<file path="src/rtl/cordic_hyp_scheduler_pkg.sv">
// Shared constants for the hyperbolic CORDIC scheduler.
//   DEF_W        default operand/result width (Q1.14 signed)
//   DEF_ENG_LAT  default engine latency, start cycle to result-valid cycle
//   ID_W         width of the requester tag on results
//   Z_MAX        hyperbolic CORDIC convergence limit (~1.118 in Q1.14)
//   ST_*         FSM state encodings
package cordic_hyp_scheduler_pkg;

  localparam int unsigned DEF_W       = 16;
  localparam int unsigned DEF_ENG_LAT = 17;
  localparam int unsigned ID_W        = 3;
  localparam int unsigned ST_W        = 3;

  localparam logic [15:0] Z_MAX = 16'h478D;

  localparam logic [ST_W-1:0] ST_DRAIN = 3'd0;
  localparam logic [ST_W-1:0] ST_IDLE  = 3'd1;
  localparam logic [ST_W-1:0] ST_ISSUE = 3'd2;
  localparam logic [ST_W-1:0] ST_WAIT  = 3'd3;
  localparam logic [ST_W-1:0] ST_RESP  = 3'd4;

  // True when |z| lies outside the convergence range; 0x8000 maps to 32768.
  function automatic logic z_exceeds_max(input logic [15:0] z);
    logic [15:0] mag;
    mag = z[15] ? 16'(-z) : z;
    return (mag > Z_MAX);
  endfunction

endpackage

</file>
<file path="src/rtl/cordic_rr_arbiter.sv">
// Combinational round-robin arbiter: picks the first asserted request at or
// after the priority pointer, wrapping around.
//   i_req      N-bit request vector
//   i_ptr      index holding highest priority this cycle
//   o_grant_c  one-hot grant
//   o_idx_c    index of the granted request
//   o_any_c    at least one request asserted
module cordic_rr_arbiter #(
  parameter int unsigned N     = 4,
  parameter int unsigned IDX_W = 2
) (
  input  logic [N-1:0]     i_req,
  input  logic [IDX_W-1:0] i_ptr,
  output logic [N-1:0]     o_grant_c,
  output logic [IDX_W-1:0] o_idx_c,
  output logic             o_any_c
);

  logic [IDX_W-1:0] w_cand;

  // Scan from the pointer upward; the first hit wins.
  always_comb begin
    o_grant_c = '0;
    o_idx_c   = '0;
    o_any_c   = 1'b0;
    w_cand    = '0;
    for (int unsigned k = 0; k < N; k++) begin
      w_cand = IDX_W'((32'(i_ptr) + k) % N);
      if (!o_any_c && i_req[w_cand]) begin
        o_any_c           = 1'b1;
        o_idx_c           = w_cand;
        o_grant_c[w_cand] = 1'b1;
      end
    end
  end

endmodule

</file>
<file path="src/rtl/cordic_hyp_scheduler.sv">
// Shares one iterative sinh/cosh CORDIC engine among N requesters with
// round-robin arbitration and fixed-latency result capture.
// Optional feature macro: CORDIC_SCHED_RANGE_CHK_EN (adds o_rsp_err and
// short-circuits operands outside the convergence range).
//   i_clk, i_rst           clock, synchronous active-high reset
//   i_req_valid/i_req_z    per-requester valid and operand (slice i*W +: W)
//   o_req_ready            one-hot accept pulse, same cycle as the grant
//   o_rsp_valid/id/sinh/cosh  tagged result pulse; payload holds afterwards
//   o_rsp_err              (macro only) operand rejected, results forced to 0
//   o_eng_st/o_eng_z0      engine start pulse and operand
//   i_eng_sinh/i_eng_cosh  engine results, valid ENG_LAT cycles after start
module cordic_hyp_scheduler
  import cordic_hyp_scheduler_pkg::*;
#(
  parameter int unsigned N       = 4,
  parameter int unsigned W       = DEF_W,
  parameter int unsigned ENG_LAT = DEF_ENG_LAT
) (
  input  logic              i_clk,
  input  logic              i_rst,
  input  logic [N-1:0]      i_req_valid,
  input  logic [N*W-1:0]    i_req_z,
  output logic [N-1:0]      o_req_ready,
  output logic              o_rsp_valid,
  output logic [ID_W-1:0]   o_rsp_id,
  output logic [W-1:0]      o_rsp_sinh,
  output logic [W-1:0]      o_rsp_cosh,
`ifdef CORDIC_SCHED_RANGE_CHK_EN
  output logic              o_rsp_err,
`endif
  output logic              o_eng_st,
  output logic [W-1:0]      o_eng_z0,
  input  logic [W-1:0]      i_eng_sinh,
  input  logic [W-1:0]      i_eng_cosh
);

  localparam int unsigned IDX_W = (N > 1) ? $clog2(N) : 1;
  localparam int unsigned CNT_W = $clog2(ENG_LAT + 3);

  logic [ST_W-1:0]  r_state,    w_state_n;
  // Shared counter: drain countdown in DRAIN, engine latency count in WAIT.
  logic [CNT_W-1:0] r_cnt,      w_cnt_n;
  logic [IDX_W-1:0] r_rr_ptr,   w_rr_ptr_n;
  logic [ID_W-1:0]  r_id,       w_id_n;
  logic [W-1:0]     r_eng_z0,   w_eng_z0_n;
  logic             r_eng_st,   w_eng_st_n;
  logic             r_rsp_valid, w_rsp_valid_n;
  logic [ID_W-1:0]  r_rsp_id,   w_rsp_id_n;
  logic [W-1:0]     r_rsp_sinh, w_rsp_sinh_n;
  logic [W-1:0]     r_rsp_cosh, w_rsp_cosh_n;
`ifdef CORDIC_SCHED_RANGE_CHK_EN
  logic             r_rsp_err,  w_rsp_err_n;
`endif

  logic [N-1:0]     w_grant;
  logic [IDX_W-1:0] w_idx;
  logic             w_any;
  logic [W-1:0]     w_gnt_z;

  cordic_rr_arbiter #(
    .N     (N),
    .IDX_W (IDX_W)
  ) u_arb (
    .i_req     (i_req_valid),
    .i_ptr     (r_rr_ptr),
    .o_grant_c (w_grant),
    .o_idx_c   (w_idx),
    .o_any_c   (w_any)
  );

  assign w_gnt_z = i_req_z[32'(w_idx)*W +: W];

  // Next-state, next-register and accept-pulse logic.
  always_comb begin
    w_state_n     = r_state;
    w_cnt_n       = r_cnt;
    w_rr_ptr_n    = r_rr_ptr;
    w_id_n        = r_id;
    w_eng_z0_n    = r_eng_z0;
    w_eng_st_n    = 1'b0;
    w_rsp_valid_n = 1'b0;
    w_rsp_id_n    = r_rsp_id;
    w_rsp_sinh_n  = r_rsp_sinh;
    w_rsp_cosh_n  = r_rsp_cosh;
`ifdef CORDIC_SCHED_RANGE_CHK_EN
    w_rsp_err_n   = r_rsp_err;
`endif
    o_req_ready   = '0;
    case (r_state)
      ST_DRAIN: begin
        // Engine has no reset; let any in-flight op run out before issuing.
        if (r_cnt <= CNT_W'(1)) begin
          w_cnt_n   = '0;
          w_state_n = ST_IDLE;
        end else begin
          w_cnt_n = r_cnt - CNT_W'(1);
        end
      end
      ST_IDLE: begin
        if (w_any && !i_rst) begin
          o_req_ready = w_grant;
          w_rr_ptr_n  = (w_idx == IDX_W'(N - 1)) ? '0 : w_idx + IDX_W'(1);
          w_id_n      = ID_W'(w_idx);
          w_eng_z0_n  = w_gnt_z;
`ifdef CORDIC_SCHED_RANGE_CHK_EN
          if (z_exceeds_max(16'(w_gnt_z))) begin
            w_state_n     = ST_RESP;
            w_rsp_valid_n = 1'b1;
            w_rsp_id_n    = ID_W'(w_idx);
            w_rsp_sinh_n  = '0;
            w_rsp_cosh_n  = '0;
            w_rsp_err_n   = 1'b1;
          end else begin
            w_state_n  = ST_ISSUE;
            w_eng_st_n = 1'b1;
          end
`else
          w_state_n  = ST_ISSUE;
          w_eng_st_n = 1'b1;
`endif
        end
      end
      ST_ISSUE: begin
        w_cnt_n   = CNT_W'(1);
        w_state_n = ST_WAIT;
      end
      ST_WAIT: begin
        // Engine outputs are only meaningful on this one cycle.
        if (r_cnt == CNT_W'(ENG_LAT)) begin
          w_rsp_valid_n = 1'b1;
          w_rsp_id_n    = r_id;
          w_rsp_sinh_n  = i_eng_sinh;
          w_rsp_cosh_n  = i_eng_cosh;
`ifdef CORDIC_SCHED_RANGE_CHK_EN
          w_rsp_err_n   = 1'b0;
`endif
          w_state_n     = ST_RESP;
        end else begin
          w_cnt_n = r_cnt + CNT_W'(1);
        end
      end
      ST_RESP: begin
        w_state_n = ST_IDLE;
      end
      default: begin
        w_state_n = ST_DRAIN;
        w_cnt_n   = CNT_W'(ENG_LAT + 2);
      end
    endcase
  end

  // State and output registers.
  always_ff @(posedge i_clk) begin
    if (i_rst) begin
      r_state     <= ST_DRAIN;
      r_cnt       <= CNT_W'(ENG_LAT + 2);
      r_rr_ptr    <= '0;
      r_id        <= '0;
      r_eng_z0    <= '0;
      r_eng_st    <= 1'b0;
      r_rsp_valid <= 1'b0;
      r_rsp_id    <= '0;
      r_rsp_sinh  <= '0;
      r_rsp_cosh  <= '0;
`ifdef CORDIC_SCHED_RANGE_CHK_EN
      r_rsp_err   <= 1'b0;
`endif
    end else begin
      r_state     <= w_state_n;
      r_cnt       <= w_cnt_n;
      r_rr_ptr    <= w_rr_ptr_n;
      r_id        <= w_id_n;
      r_eng_z0    <= w_eng_z0_n;
      r_eng_st    <= w_eng_st_n;
      r_rsp_valid <= w_rsp_valid_n;
      r_rsp_id    <= w_rsp_id_n;
      r_rsp_sinh  <= w_rsp_sinh_n;
      r_rsp_cosh  <= w_rsp_cosh_n;
`ifdef CORDIC_SCHED_RANGE_CHK_EN
      r_rsp_err   <= w_rsp_err_n;
`endif
    end
  end

  assign o_eng_st    = r_eng_st;
  assign o_eng_z0    = r_eng_z0;
  assign o_rsp_valid = r_rsp_valid;
  assign o_rsp_id    = r_rsp_id;
  assign o_rsp_sinh  = r_rsp_sinh;
  assign o_rsp_cosh  = r_rsp_cosh;
`ifdef CORDIC_SCHED_RANGE_CHK_EN
  assign o_rsp_err   = r_rsp_err;
`endif

endmodule
</file>
<file path="config.mk">
export PLATFORM = sky130hd
export DESIGN_NAME = cordic_hyp_scheduler
export DESIGN_NICKNAME = d
export VERILOG_FILES = /design/src/rtl/cordic_hyp_scheduler_pkg.sv /design/src/rtl/cordic_rr_arbiter.sv /design/src/rtl/cordic_hyp_scheduler.sv
export SDC_FILE = /design/constraint.sdc
export NUM_CORES = 1
export LEC_CHECK = 0
export CAP_MARGIN = 40
export CORE_ASPECT_RATIO = 0.7
export CORE_UTILIZATION = 46
export DETAILED_ROUTE_END_ITERATION = 10
export PLACE_DENSITY = 0.9
export SLEW_MARGIN = 20
export SYNTH_ARGS = -nofsm -noshare
export SYNTH_HDL_FRONTEND = slang
export SYNTH_SLANG_ARGS = --single-unit
</file>
<file path="constraint.sdc">
create_clock -name i_clk -period 5.7 [get_ports i_clk]
set_input_delay 1.14 -clock i_clk [delete_from_list [all_inputs] [get_ports i_clk]]
set_output_delay 1.14 -clock i_clk [all_outputs]
set_load 0.05 [all_outputs]
</file>
==> changes_impl.md, run 1 <==
### Implementation results

* Worst-Margin Slew at 0.849 ns
* Clk_lat worst skew at 0.33 ns
* Clock-pin transition on the worst setup and hold timing paths at 0.05 ns
* R2r setup slk at 2.56 ns
* Clock root buffer: clkbuf_16
* GPL Wtd Cong at 0.932
* Core ar. at 7550 µm²
* Layout Skew at 0.00673 ns
* Leakage at 1.95 nW
* Post-synth EDFFs at 0
* CP delay by family, top: AND-OR/OR-AND gates
* TritonCTS sink count at 64
* Pre-Place Util at 0.491
* Compound Share, Synth at 0.286
* CP endpoint kind: output pin
* Minimum clock period at 4.60 ns
* Post_cts resized at 0
* Total iterations of the first detailed-routing run at 5
* Commonest cells post-synth: nand2_1, dfxtp_1, a21oi_1
* Ys flops at 64
* Tool warnings at 34
* Drt drc at 0
* Worst EP arrival at 3.46 ns
* Final nets at 698
* Top Ports at 159
* YS chip area at 3700 µm²
* Share of cells above drive strength 1 at 0.0778
* Simple-Gate Fraction of Synth Area at 0.195
* Layout Cells excl Fill at 689
* H-tree Lvls at 3
* Core Util, Final at 0.746
* Max Fclk at 0.217 GHz
* Critical Path RT at 4.56 ns
* Ys async rst share at 0
* Final max-slew violation count at 0
* Hold Slack at 0.454 ns
* Post-synth seq share at 0.346
* Floorplan Nets at 563
* First-pass GRT wire length at 20.6 mm
* Unrepaired setup endpoints after global routing: false
* Placed cell count at 673
* Crit Path Class: primary input to output pin
* Yosys top cell by instances: nand2_1
* IO Port Bufs at 157
* Largest area contributor in the netlist: dfxtp_1
* Max-area cell share at 0.346
* Initial antenna violation count at 0
* Number of cell rows at 26
* Final period util at 0.807
* Max_slew headroom at 0.434
* DIE HEIGHT at 77.1 µm
* Status: finished, final reports clean
* Final setup viols at 0
* Max cap viols at 0
* Post-DRT Antenna Nets at 0
* CP Launch Type: primary input
* Mux share at 0.0727
* Post-Syn Area at 3700 µm²
* CTS Hold Buffers Added at 0
* Design Power at 1.90 mW
* Top Layout Cells: clkdlybuf4s50_1, nand2_1, dfxtp_1, a21oi_1, nand3_1
* Mean post-synth cell area at 8.21 µm²
* Yosys Instances at 451
* Vias in the first global route at 4157
* Largest net degree at the start of global routing at 47
* Xor/xnor share at 0
* HP Class: register to register
* Cell area leaders: dfxtp_1, nand2_1, a21oi_1
* Most frequent logic cell in the layout: clkdlybuf4s50_1
* Commonest flop: dfxtp_1
* Crit-path slowest cell: clkdlybuf4s50_1
* TNS Setup at 0 ns
* Synth logic family: AND-OR/OR-AND gates
* # Post-CTS Setup Buffers at 0
* Clk buf depth at 2
* Cts bufs inserted at 9
* Buf+Inv Stages, Crit Path at 2
* Via/cell ratio at 6.18
* Final Hold Viols at 0
* Syn Inst Count at 451
* Die ar. at 8420 µm²
* Worst path max stage delay at 0.68 ns
* Synth warnings at 0
==> run 1: routing by layer <==
metal | part of all wire | track usage | up-vias
met1 | 0.39 | 0.382 | 1978
met2 | 0.47 | 0.491 | 273
met4 | 0.033 | 0.151 | 0
met3 | 0.11 | 0.0995 | 52
li1 | - | - | 1952
met5 | 0 | 0 | -
==> run 1: power breakdown <==
part	total (mW)	switching [mW]	internal, mW
clock network	0.593	0.209	0.383
registers	0.567	0.0673	0.500
logic	0.738	0.426	0.312
total	1.90	0.703	1.19
==> run 1: metrics by stage <==
step	setup slack, ns	area, µm²
global placement	1.19	5270
finish	1.10	5630
CTS	1.11	5630
floorplan	1.13	3700
global route	1.02	5630
detailed placement	1.11	5310
==> run 1: area by class of cell <==
| class | count | area, µm² |
|---|---|---|
| clock inverters | 7 | 95.1 |
| multi-input cells | 338 | 2180 |
| well taps | 98 | 123 |
| repair buffers | 165 | 1700 |
| flip-flops and latches | 64 | 1280 |
| fillers | 544 | 1920 |
| inverters | 8 | 32.5 |
| clock buffers | 9 | 225 |
==> run 1: worst paths after layout <==
| path | from | endpoint | cells after the start |
|---|---|---|---|
| max | i_req_valid[2] | o_req_ready[2] | 7 |
| min | o_rsp_cosh[0] | o_rsp_cosh[0] | 2 |
| max reg2reg | r_rr_ptr[1] | o_eng_z0[8] | 7 |
| min reg2reg | o_rsp_cosh[0] | o_rsp_cosh[0] | 2 |
==> run 1: worst reg2reg max path, cell delays in order (launching register included) <==
cell and delay (ns):
dfxtp_1 0.55, inv_1 0.19, ha_1 0.48, mux4_2 0.48, nand2b_1 0.56, nand3_1 0.17
a32o_1 0.31, a221o_1 0.29
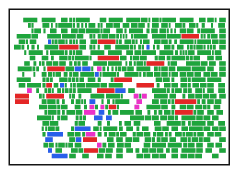
Run 1: cells by drive strength
Drawn at 2 px/µm.
| colour | size | cells | share | most used |
|---|---|---|---|---|
| blue | drive 2 | 17 | 2.9% | mux4_2 |
| green | drive 1 or less | 545 | 92% | clkdlybuf4s50_1 |
| magenta | drive 3 to 4 | 11 | 1.9% | buf_4 |
| red | drive 6 and up | 18 | 3.0% | clkbuf_16 |

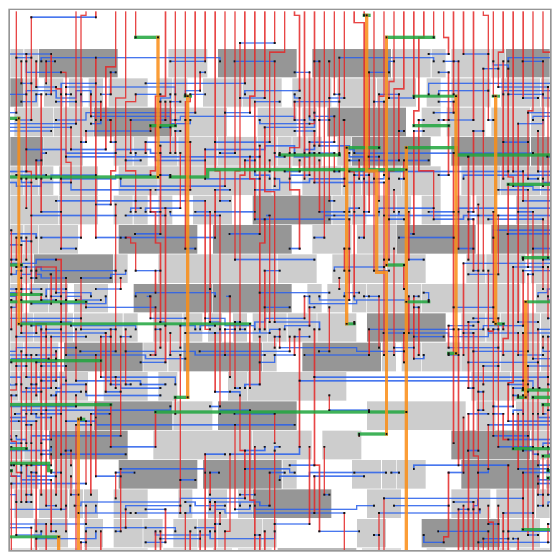
Run 1: zoomed window
Window x 30 to 80, y 27 to 77 µm. Cells in grey, sequential cells in the stronger grey; small squares are vias.
| colour | layer |
|---|---|
| blue | met1 |
| green | met3 |
| orange | met4 |
| red | met2 |
sequential cells in the window: 29
netlist names of flops here include: o_rsp_sinh (10), o_rsp_cosh (7), r_cnt (3)
most frequent: nand2_1 (47), clkdlybuf4s50_1 (45), dfxtp_1 (29)
cells with their middle in the window: 203

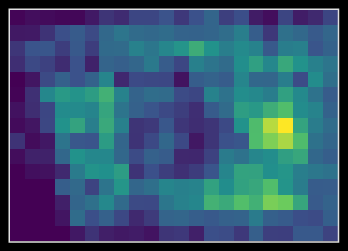
Run 1: signal metal coverage by tile
Drawn at 3 px/µm. 22 x 15 tiles, from dark purple (low) to yellow (high), scaled to the fullest tile. Values are wire area over tile area, all layers added.
nearly empty tiles: 5.8%
tiles over half the peak: 15%
fullest tile: 0.86
mean over tiles: 0.27
emptiest ninth of the die: bottom left
DR vias: 4255
Routed WL per cell: 19.1 µm
Post-Route WL: 13.2 mm
Total GRT Usage: 0.312

==> inputs of run 2 (changes only) <==
Settings changed: CORE_UTILIZATION 46 to 43, PLACE_DENSITY 0.9 to 0.85.
Clock period 5.7 ns to 4.3 ns, I/O delays scaled along.
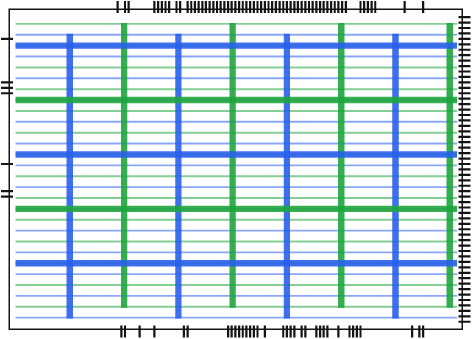
Run 2: floorplan with the power grid
Drawn at 4 px/µm. Pins as bars on the die edge.
| colour | net |
|---|---|
| blue | VSS |
| green | VDD |
met5 straps: 5
met1 rails: 28
rows: 27
met4 straps: 8
signal pins: 159
worst vdd ir: 0.218 mV
Core ar.: 8110 µm²
DIE HEIGHT: 79.6 µm
width of the die: 113 µm

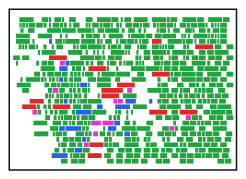
Run 2: cells by drive strength
Drawn at 2 px/µm.
| colour | size | cells | share | most used |
|---|---|---|---|---|
| red | drive 6 and up | 15 | 2.5% | clkbuf_16 |
| blue | drive 2 | 19 | 3.2% | mux4_2 |
| magenta | drive 3 to 4 | 12 | 2.0% | buf_4 |
| green | drive 1 or less | 544 | 92% | clkdlybuf4s50_1 |

==> changes_impl.md, run 2 <==
### Implementation results

* Worst Hold Launch: o_rsp_sinh[10]
* Worst-Margin Slew at 0.838 ns
* Total GRT Usage at 0.275
* Met2 capacity usage during global routing at 0.448
* Yosys top cell by instances: nand2_1
* Largest net degree at the start of global routing at 47
* Pre-Place Util at 0.457
* CTS Hold Buffers Added at 0
* Buf+Inv Stages, Crit Path at 2
* HP Class: register to register
* Mean post-synth cell area at 8.21 µm²
* Max Fclk at 0.243 GHz
* Reg2reg end: o_eng_z0[10]
* R2r setup slk at 1.13 ns
* Max cap viols at 0
* Cell Area, Placed at 5290 µm²
* Clock-pin transition on the worst setup and hold timing paths at 0.06 ns
* Design Power at 2.44 mW
* Vias in the first global route at 3857
* Max-area cell share at 0.346
* TNS Setup at 0 ns
* Unrepaired setup endpoints after global routing: false
* Clk buf depth at 2
* Post-synth EDFFs at 0
* CP Launch Type: primary input
* Via/cell ratio at 6.00
* Crit-path slowest cell: clkdlybuf4s50_1
* Worst r2r path cells at 7
* Hold Slack at 0.451 ns
* Hold depth at 2
* Ys flops at 64
* Crit Path Class: primary input to output pin
* YS chip area at 3700 µm²
* Clock root buffer: clkbuf_16
* First-pass GRT wire length at 19.6 mm
* Routed WL per cell at 18.1 µm
* Worst EP arrival at 3.26 ns
* Worst Hold End: o_rsp_sinh[10]
* Ys async rst share at 0
* Most frequent logic cell in the layout: clkdlybuf4s50_1
* TritonCTS sink count at 64
* Post_cts resized at 0
* Drt drc at 0
* Final max-slew violation count at 0
* Top Layout Cells: clkdlybuf4s50_1, nand2_1, dfxtp_1, a21oi_1, nand3_1
* Largest area contributor in the netlist: dfxtp_1
* GR peak layer: met2
* Synth warnings at 0
* Post-Syn Area at 3700 µm²
* Final period util at 0.957
* H-tree Lvls at 3
* Post-synth seq share at 0.346
* Leakage at 1.93 nW
* DR vias at 4149
* Post-Route WL at 12.5 mm
* Total iterations of the first detailed-routing run at 5
* RR Startpoint: r_rr_ptr[1]
* Floorplan Nets at 563
* Clk_lat worst skew at 0.33 ns
* Cell area leaders: dfxtp_1, nand2_1, a21oi_1
* Syn Inst Count at 451
* Fillers at 649
* Commonest flop: dfxtp_1
* Worst Setup Slack, final at 0.183 ns
* Placed cell count at 675
* Initial antenna violation count at 0
* Commonest cells post-synth: nand2_1, dfxtp_1, a21oi_1
* Final nets at 697
* Layout Cells excl Fill at 691
* CP delay by family, top: AND-OR/OR-AND gates
* Critical Path RT at 3.44 ns
* Post-DRT Antenna Nets at 0
* IO Port Bufs at 157
* Top Ports at 159
* Status: finished, final reports clean
* Cts bufs inserted at 9
* Met3 GRT Util at 0.0752
* Tool warnings at 34
* Worst path max stage delay at 0.68 ns
* Final setup viols at 0
* # Post-CTS Setup Buffers at 0
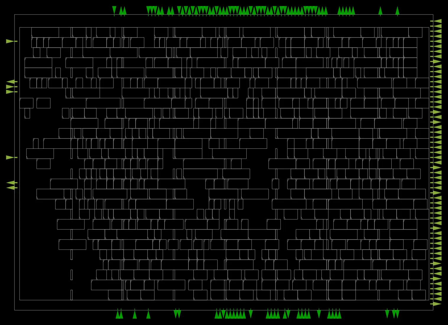
Run 2: placed standard cells
Core Util, Final: 0.689
number of cell rows: 27

## run 2: cell type report
type,instances,area [µm²],share of cell area
inverter,8,32.5,0.00582
clock inverter,5,56.3,0.0101
sequential,64,1280,0.230
clock buffer,11,243,0.0434
timing repair buffer,164,1660,0.298
tap,101,126,0.0226
multi-input combinational,338,2180,0.391
## run 2: worst max path at each step
stage,startpoint,end,cells past startpoint
floorplan,r_rr_ptr[0],o_req_ready[0],11
global placement,i_req_valid[2],o_req_ready[2],7
detailed placement,i_req_valid[2],o_req_ready[2],7
CTS,i_req_valid[2],o_req_ready[0],7
global route,r_rr_ptr[1],o_req_ready[0],8
finish,i_req_valid[2],o_req_ready[0],7
## run 2: metal layers
| layer | up-vias | part of all wire |
|---|---|---|
| li1 | 1948 | - |
| met1 | 1973 | 0.43 |
| met2 | 217 | 0.48 |
| met3 | 11 | 0.086 |
| met4 | 0 | 0.0070 |
| met5 | - | 0 |
## run 2: cells by family (layout without fill, tap and decap cells)
| family | Yosys count | after routing | share of synthesized area |
|---|---|---|---|
| mux | 23 | 23 | 0.0727 |
| buf+inv | 49 | 188 | 0.0659 |
| flops | 64 | 64 | 0.346 |
| compound gates | 149 | 149 | 0.286 |
| simple gates | 155 | 155 | 0.195 |
| other cells | 1 | 1 | 0.00101 |
| fa+ha+maj | 10 | 10 | 0.0338 |
## run 2: tightest hold or removal path, stage by stage (launching register included)
cell     delay [ns]
dfxtp_1        0.30
nand2_1        0.05
a21oi_1        0.05
## run 2: power breakdown
part	internal, mW	total [mW]	switching (mW)
Sequential	0.663	0.754	0.0909
Clock	0.463	0.727	0.264
Combinational	0.412	0.964	0.551
Total	1.54	2.44	0.906
==> inputs of run 3 (changes only) <==
Settings changed: CTS_CLUSTER_SIZE set to 28.
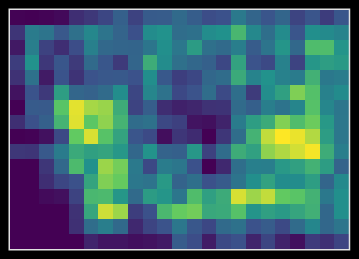
Run 3: signal metal coverage by tile
Drawn at 3 px/µm. 23 x 16 tiles, from dark purple (low) to yellow (high), scaled to the fullest tile. Values are wire area over tile area, all layers added.
nearly empty tiles: 7.3%
tiles over half the peak: 28%
densest ninth of the die: right middle
mean over tiles: 0.23
fullest tile: 0.60

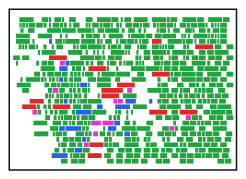
Run 3: cells by drive strength
Drawn at 2 px/µm.
| colour | size | cells | share | most used |
|---|---|---|---|---|
| blue | drive 2 | 19 | 3.2% | mux4_2 |
| green | drive 1 or less | 544 | 92% | clkdlybuf4s50_1 |
| red | drive 6 and up | 15 | 2.5% | clkbuf_16 |
| magenta | drive 3 to 4 | 12 | 2.0% | buf_4 |

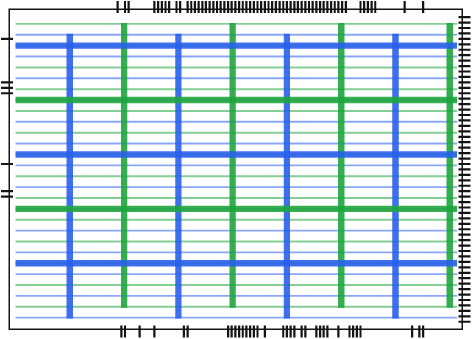
Run 3: floorplan with the power grid
Drawn at 4 px/µm. Pins as bars on the die edge.

==> changes_impl.md, run 3 <==
### Implementation results

* Status: finished, final reports clean
* Clock-pin transition on the worst setup and hold timing paths at 0.06 ns
* Via/cell ratio at 6.00
* Worst Hold End: o_rsp_sinh[10]
* Reg2reg end: o_eng_z0[10]
* Largest area contributor in the netlist: dfxtp_1
* Yosys Instances at 451
* TritonCTS sink count at 64
* H-tree Lvls at 3
* Worst-Margin Slew at 0.838 ns
* Final setup viols at 0
* Max_slew headroom at 0.442
* Worst Setup SP: i_req_valid[2]
* R2r setup slk at 1.13 ns
* Placed cell count at 675
* Sw Ratio at 0.371
* Layout Skew at 0.00617 ns
* CP delay by family, top: AND-OR/OR-AND gates
* Die ar. at 8990 µm²
* CTS Hold Buffers Added at 0
* Final Hold Viols at 0
* Total GRT Usage at 0.275
* P_seq at 0.754 mW
* YS chip area at 3700 µm²
* Final nets at 697
* Clk_lat worst skew at 0.33 ns
* Met3 WL at 1.08 mm
* Final period util at 0.957
* Critical Path RT at 3.44 ns
* Cell area after layout at 5590 µm²
* Most frequent logic cell in the layout: clkdlybuf4s50_1
* Worst vdd ir at 0.218 mV
* Tool warnings at 34
* Vias in the first global route at 3857
* Post_cts resized at 0
* Commonest flop: dfxtp_1
* # Post-CTS Setup Buffers at 0
* CP endpoint kind: output pin
* Max cap viols at 0
* Post-DRT Antenna Nets at 0
* Pre-Place Util at 0.457
* Ys async rst share at 0
* Cts bufs inserted at 9
* Total iterations of the first detailed-routing run at 5
* Post-synth EDFFs at 0
* Max-area cell share at 0.346
* Commonest cells post-synth: nand2_1, dfxtp_1, a21oi_1
* Share of cells above drive strength 1 at 0.0780
* Cell Area, Placed at 5290 µm²
* Final max-slew violation count at 0
* Initial antenna violation count at 0
* DR vias at 4149
* Synth warnings at 0
* Top Layout Cells: clkdlybuf4s50_1, nand2_1, dfxtp_1, a21oi_1, nand3_1
* Power share of the clock group at 0.297
* First-pass GRT wire length at 19.6 mm
* Drt drc at 0
* Hold depth at 2
* Ys flops at 64
* HP Class: register to register
* Top Metal Used: met4
* Core Util, Final at 0.689
* DIE HEIGHT at 79.6 µm
* Floorplan Nets at 563
* Layout Cells excl Fill at 691
* Leakage at 1.93 nW
* Post-synth seq share at 0.346
* M1 WL at 5.37 mm
* Design Power at 2.44 mW
* Yosys top cell by instances: nand2_1
* Number of cell rows at 27
* Max Fclk at 0.243 GHz
* Minimum clock period at 4.12 ns
* Mean post-synth cell area at 8.21 µm²
* P_clk at 0.727 mW
* Top Ports at 159
* Post-Route WL at 12.5 mm
* Combinational Power Share at 0.394
* Clock root buffer: clkbuf_16
* Largest net degree at the start of global routing at 47
* Cell area leaders: dfxtp_1, nand2_1, a21oi_1
* Worst Hold Launch: o_rsp_sinh[10]
* Comb power at 0.964 mW
* GPL Wtd Cong at 0.931
* Unrepaired setup endpoints after global routing: false
* Core ar. at 8110 µm²
* Worst EP arrival at 3.26 ns
-- run 3: cell counts in the layout (fill, tap and decap cells not counted) --
Identical to the previous run, type by type.
-- run 3: layout make-up --
class	count	area (µm²)
fillers	649	2520
multi-input cells	338	2180
inverters	8	32.5
clock inverters	5	56.3
clock buffers	11	243
repair buffers	164	1660
well taps	101	126
flip-flops and latches	64	1280
-- run 3: worst max path at each step --
stage / slack (ns) / end / cells past startpoint
after floorplan: 0.01 / o_req_ready[0] / 11
after global placement: 0.37 / o_req_ready[2] / 7
after detailed placement: 0.24 / o_req_ready[2] / 7
after CTS: 0.21 / o_req_ready[0] / 7
after global routing: 0.06 / o_req_ready[0] / 8
final: 0.18 / o_req_ready[0] / 7
-- run 3: per-stage QoR --
step | hold WS (ns) | setup slack [ns]
detailed placement | 0.446 | 0.238
CTS | 0.454 | 0.213
global placement | 0.437 | 0.366
finish | 0.451 | 0.183
floorplan | 0.426 | 0.0124
global route | 0.465 | 0.0589
-- run 3: cells by family after synthesis --
family                     count (synthesis)  share of synthesized area
and+or+nand+nor                          155                      0.195
DFF                                       64                      0.346
buffers and inverters                     49                     0.0659
other                                      1                    0.00101
muxes                                     23                     0.0727
AOI/OAI and AO/OA                        149                      0.286
adders and majority gates                 10                     0.0338
-- run 3: routing by layer --
layer,vias to the layer above,global-route usage
li1,1948,-
met1,1973,0.366
met2,217,0.448
met3,11,0.0752
met4,0,0.0592
met5,-,0
-- run 3: worst min-delay path, delay by kind of cell (launching register included) --
family	cells	cell delay [ns]
and+or+nand+nor	1	0.05
DFF	1	0.30
AOI/OAI and AO/OA	1	0.05
Power figures rest on the tool's default switching activity, not on a simulated workload.
